==> images/layer_met1.png <==
The bar under the picture is 50 um long.
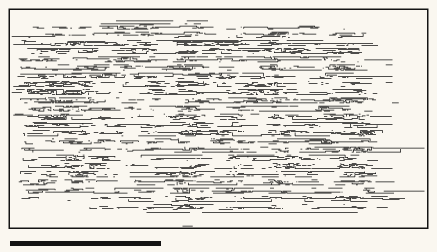
==> images/layer_met2.png <==
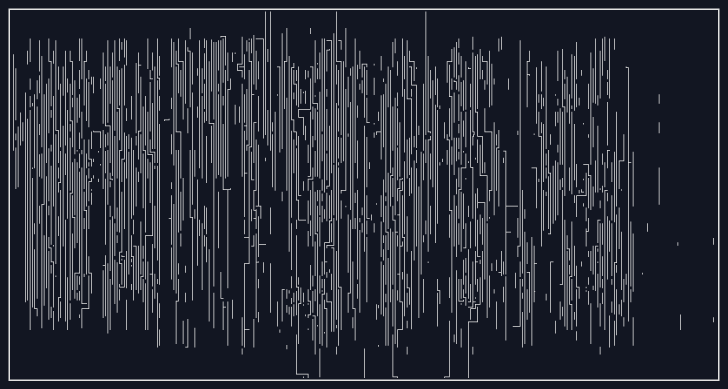
==> images/layer_met3.png <==
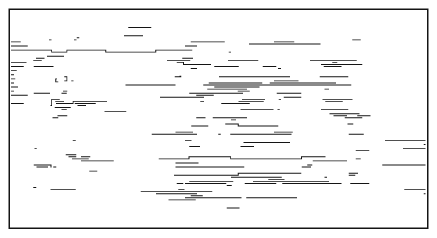
==> images/layer_met4.png <==
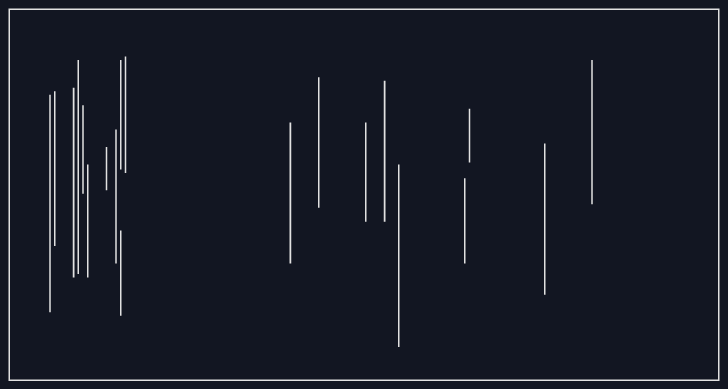
===== src/rtl/hs_fifo_ctl.sv =====
// Synchronous valid/ready FIFO with arbitrary depth, occupancy count, watermark flags and flush.
// Define HS_FIFO_CTL_PEAK_EN to add the peak_count high-water-mark output.
module hs_fifo_ctl #(
    parameter int DATA_WD  = 8,
    parameter int DEPTH    = 12,
    parameter int AF_LEVEL = 10,
    parameter int AE_LEVEL = 2,
    localparam int CNT_WD  = $clog2(DEPTH + 1)
) (
    input  logic               clk,
    input  logic               rstn,
    input  logic               flush,
    input  logic               in_valid,
    input  logic [DATA_WD-1:0] in_data,
    output logic               in_ready,
    output logic               out_valid,
    output logic [DATA_WD-1:0] out_data,
    input  logic               out_ready,
    output logic [CNT_WD-1:0]  count,
`ifdef HS_FIFO_CTL_PEAK_EN
    output logic [CNT_WD-1:0]  peak_count,
`endif
    output logic               almost_full,
    output logic               almost_empty
);

    localparam int PTR_WD = $clog2(DEPTH);
    localparam logic [PTR_WD-1:0] PTR_ZERO = PTR_WD'(0);
    localparam logic [PTR_WD-1:0] PTR_ONE  = PTR_WD'(1);
    localparam logic [PTR_WD-1:0] PTR_LAST = PTR_WD'(DEPTH - 1);
    localparam logic [CNT_WD-1:0] CNT_ZERO = CNT_WD'(0);
    localparam logic [CNT_WD-1:0] CNT_ONE  = CNT_WD'(1);
    localparam logic [CNT_WD-1:0] CNT_FULL = CNT_WD'(DEPTH);
    localparam logic [CNT_WD-1:0] CNT_AF   = CNT_WD'(AF_LEVEL);
    localparam logic [CNT_WD-1:0] CNT_AE   = CNT_WD'(AE_LEVEL);

    // Illegal configurations stop elaboration.
    if (DATA_WD < 1) begin : g_err_data_wd
        $error("hs_fifo_ctl: DATA_WD must be >= 1");
    end
    if (DEPTH < 2) begin : g_err_depth
        $error("hs_fifo_ctl: DEPTH must be >= 2");
    end
    if ((AF_LEVEL < 1) || (AF_LEVEL > DEPTH)) begin : g_err_af
        $error("hs_fifo_ctl: AF_LEVEL must be in 1..DEPTH");
    end
    if ((AE_LEVEL < 0) || (AE_LEVEL > DEPTH - 1)) begin : g_err_ae
        $error("hs_fifo_ctl: AE_LEVEL must be in 0..DEPTH-1");
    end

    logic [DATA_WD-1:0] mem_r [DEPTH];
    logic [PTR_WD-1:0]  wptr_r, rptr_r, wptr_nxt_s, rptr_nxt_s;
    logic [CNT_WD-1:0]  count_r, count_nxt_s;
    logic               push_s, pop_s;

    // Pointers wrap by compare so non-power-of-two depths never index past the last entry.
    function automatic logic [PTR_WD-1:0] ptr_adv(input logic [PTR_WD-1:0] p);
        return (p == PTR_LAST) ? PTR_ZERO : p + PTR_ONE;
    endfunction

    assign in_ready     = (count_r != CNT_FULL) && !flush;
    assign out_valid    = (count_r != CNT_ZERO) && !flush;
    assign push_s       = in_valid && in_ready;
    assign pop_s        = out_valid && out_ready;
    assign out_data     = mem_r[rptr_r];
    assign count        = count_r;
    assign almost_full  = (count_r >= CNT_AF);
    assign almost_empty = (count_r <= CNT_AE);

    // Next-state for pointers and occupancy; flush overrides any handshake.
    always_comb begin
        wptr_nxt_s  = wptr_r;
        rptr_nxt_s  = rptr_r;
        count_nxt_s = count_r;
        if (flush) begin
            wptr_nxt_s  = PTR_ZERO;
            rptr_nxt_s  = PTR_ZERO;
            count_nxt_s = CNT_ZERO;
        end else begin
            if (push_s) begin
                wptr_nxt_s = ptr_adv(wptr_r);
            end else begin
                wptr_nxt_s = wptr_r;
            end
            if (pop_s) begin
                rptr_nxt_s = ptr_adv(rptr_r);
            end else begin
                rptr_nxt_s = rptr_r;
            end
            case ({push_s, pop_s})
                2'b10:   count_nxt_s = count_r + CNT_ONE;
                2'b01:   count_nxt_s = count_r - CNT_ONE;
                default: count_nxt_s = count_r;
            endcase
        end
    end

    // Pointer and occupancy registers.
    always_ff @(posedge clk or negedge rstn) begin
        if (!rstn) begin
            wptr_r  <= PTR_ZERO;
            rptr_r  <= PTR_ZERO;
            count_r <= CNT_ZERO;
        end else begin
            wptr_r  <= wptr_nxt_s;
            rptr_r  <= rptr_nxt_s;
            count_r <= count_nxt_s;
        end
    end

    // Storage write; contents are intentionally left unreset.
    always_ff @(posedge clk) begin
        if (push_s) begin
            mem_r[wptr_r] <= in_data;
        end
    end

`ifdef HS_FIFO_CTL_PEAK_EN
    logic [CNT_WD-1:0] peak_r;

    // High-water mark of occupancy, cleared by flush.
    always_ff @(posedge clk or negedge rstn) begin
        if (!rstn) begin
            peak_r <= CNT_ZERO;
        end else if (flush) begin
            peak_r <= CNT_ZERO;
        end else if (count_nxt_s > peak_r) begin
            peak_r <= count_nxt_s;
        end else begin
            peak_r <= peak_r;
        end
    end

    assign peak_count = peak_r;
`endif

endmodule


===== config.mk =====
export PLATFORM = sky130hd
export DESIGN_NAME = hs_fifo_ctl
export DESIGN_NICKNAME = d
export VERILOG_FILES = /design/src/rtl/hs_fifo_ctl.sv
export SDC_FILE = /design/constraint.sdc
export NUM_CORES = 1
export LEC_CHECK = 0
export ABC_AREA = 1
export CORE_ASPECT_RATIO = 0.5
export CORE_MARGIN = 3
export CORE_UTILIZATION = 53
export DETAILED_ROUTE_END_ITERATION = 16
export PLACE_DENSITY = 0.76
export SETUP_SLACK_MARGIN = 0.4
export SLEW_MARGIN = 30
export SYNTH_ARGS = -nofsm -noshare
export SYNTH_HDL_FRONTEND = slang
export SYNTH_SLANG_ARGS = --single-unit

===== constraint.sdc =====
create_clock -name clk -period 2 [get_ports clk]
set_clock_uncertainty 0.1 [all_clocks]
set_input_delay 0.4 -clock clk [delete_from_list [all_inputs] [get_ports clk]]
set_output_delay 0.4 -clock clk [all_outputs]
set_load 0.01 [all_outputs]

==> impl_metrics.py <==
# Auto-generated metrics
metrics = {
    "run_status": {
        "run_status": "finished, violations left",
        "violations": "negative setup slack",
    },
    "critical_path": {
        "path_buffers": 3,
        "slowest_stage": "dfrtp_1",
        "worstSetupPathType": "register to output pin",
        "crit_path_frequent_cell": "nor2_1",
        "end_kind": "output pin",
        "crit_chain": "buf_12, buf_8, nor2_1, nor2_1, o21ai_1, nand3_1, nand3_2, o21ai_2, buf_2",
        "critPathMaxFanout": 8,
    },
    "final_timing": {
        "setup_tns_ps": -2770,
        "setup_slack_ps": -303,
        "setup_violations": 53,
        "finalCritPeriodShare": 1.15,
        "rsz0062_at_grt": "true",
        "worstMarginPinSlew_ps": 648,
        "slew_headroom": 0.567,
    },
    "clock_network": {
        "cts_tree": "done",
        "cts_buffers": 9,
        "cts_sinks": 108,
        "cts_max_level": 3,
        "cts_resized": 151,
        "post_cts_buffers": 26,
        "clk_latency_ps": 340,
    },
    "logic_synthesis": {
        "synth_stat.cells": 397,
        "topCellsByArea": "edfxtp_1 62%, dfrtp_1 6.5%, o21ai_0 5.6%",
        "ys_sh_adder": 0.0189,
        "synth_area_mm2": 0.00463,
        "synthArstFlopShare": 0.111,
        "netlist_logic_family_top": "simple AND/OR/NAND/NOR gates",
        "edf_count": 96,
        "ys_sh_xor": 0.00378,
        "synth_flop_count": 108,
        "ys_seq_share": 0.687,
        "ys_sh_simple": 0.130,
        "common_cells": "96 x edfxtp_1, 57 x nor2_1, 52 x o21ai_0, 39 x nand2_1, 28 x inv_1",
        "yosys_area_mm2": 0.00463,
        "synth_top_area_share": 0.622,
        "floorplan.nets": 417,
        "ys_warn_count": 0,
    },
    "final_layout": {
        "num_antenna_cells": 0,
        "most-common-layout-cells": "96 x edfxtp_1, 44 x nor2_1, 39 x buf_6",
        "final_area_mm2": 0.00673,
        "lay_top_count": "edfxtp_1",
    },
    "power": {
        "pwr-share-clk": 0.212,
        "p_leak_uw": 0.00258,
        "power.switching_uw": 2720,
        "top_power_group": "combinational logic",
        "seq_power_share": 0.346,
        "seq-power_uw": 2650,
        "comb_power_share": 0.442,
        "powerDensity_mw_per_mm2": 1140,
    },
    "floorplan": {
        "fp_util": 0.563,
        "die_h_um": 72.1,
        "die_width_um": 138,
        "io_pins": 29,
    },
    "global_route": {
        "grt_pass1_wl_um": 19400,
        "antenna_found_initial": 0,
        "grt_pass1_vias": 3673,
        "grt-ovfl-total": 0,
    },
    "flow_run": {
        "tool_warnings": 32,
        "maxCapViolCount": 0,
    },
    "routing": {
        "drtIter0Drc": 352,
        "drc": 0,
        "drt-vias-per-instance": 6.10,
    },
    "place": {
        "place_area_mm2": 0.00567,
        "io_buffers": 28,
    },
}
Notes on layer_met1.png above:
main direction	horizontal
share of all routed wire	37%
nets with wire on the layer	485
longest straight run	51.5 um
wire length on this layer	5080 um

Notes on layer_met2.png above:
longest straight run	49.5 um
share of all routed wire	51%
nets with wire on the layer	477
wire length on this layer	7130 um
main direction	vertical

Notes on layer_met3.png above:
longest straight run	48.8 um
nets with wire on the layer	109
main direction	horizontal

Notes on layer_met4.png above:
longest straight run	42.2 um
main direction	vertical
wire length on this layer	501 um
nets with wire on the layer	18
share of all routed wire	3.6%

[final cells by class]
cell class	count	area [um^2]	share of cell area
repair buffers	115	1260	0.187
inverters	33	178	0.0264
multi-input cells	238	1690	0.251
repair inverters	1	8.76	0.00130
clock inverters	4	26.3	0.00390
clock buffers	12	236	0.0351
well taps	112	140	0.0208
flip-flops and latches	108	3190	0.474
[metrics by stage]
stage	util	std cells	setup WS (ps)	hold WS (ps)
after detailed placement	0.688	561	-343	459
after CTS	0.774	605	-289	349
after floorplan	-	397	226	4.41
final	0.818	623	-303	354
after global placement	0.688	561	-268	451
after global routing	0.818	623	-397	369
[flip-flops by register name (all words and copies together) (netlist names)]
| register | count |
|---|---|
| count | 4 |
| wptr_r | 4 |
| mem_r | 96 |
| rptr_r | 4 |
[metal layers]
layer | wire [um] | up-vias | GRT usage
li1 | - | 1636 | -
met1 | 5080 | 1855 | 0.306
met2 | 7130 | 267 | 0.457
met3 | 1190 | 43 | 0.0579
met4 | 500 | 0 | 0.0920
met5 | 0 | - | 0
[worst paths after layout]
| kind | from | end | slack (ps) | cells after the start |
|---|---|---|---|---|
| max in group asynchronous | rstn | rptr_r[1]$_DFFE_PN0P_ | 990 | 1 |
| worst min-delay path | rstn | rptr_r[0]$_DFFE_PN0P_ | 350 | 1 |
| worst max-delay path | rptr_r[0]$_DFFE_PN0P_ | out_data[2] | -300 | 9 |
| worst max register to register | count[2]$_DFFE_PN0P_ | count[3]$_DFFE_PN0P_ | -220 | 16 |
| worst min register to register | wptr_r[1]$_DFFE_PN0P_ | wptr_r[1]$_DFFE_PN0P_ | 560 | 2 |
| min in group clk | flush | wptr_r[2]$_DFFE_PN0P_ | 550 | 3 |
Power figures rest on the tool's default switching activity, not on a simulated workload.
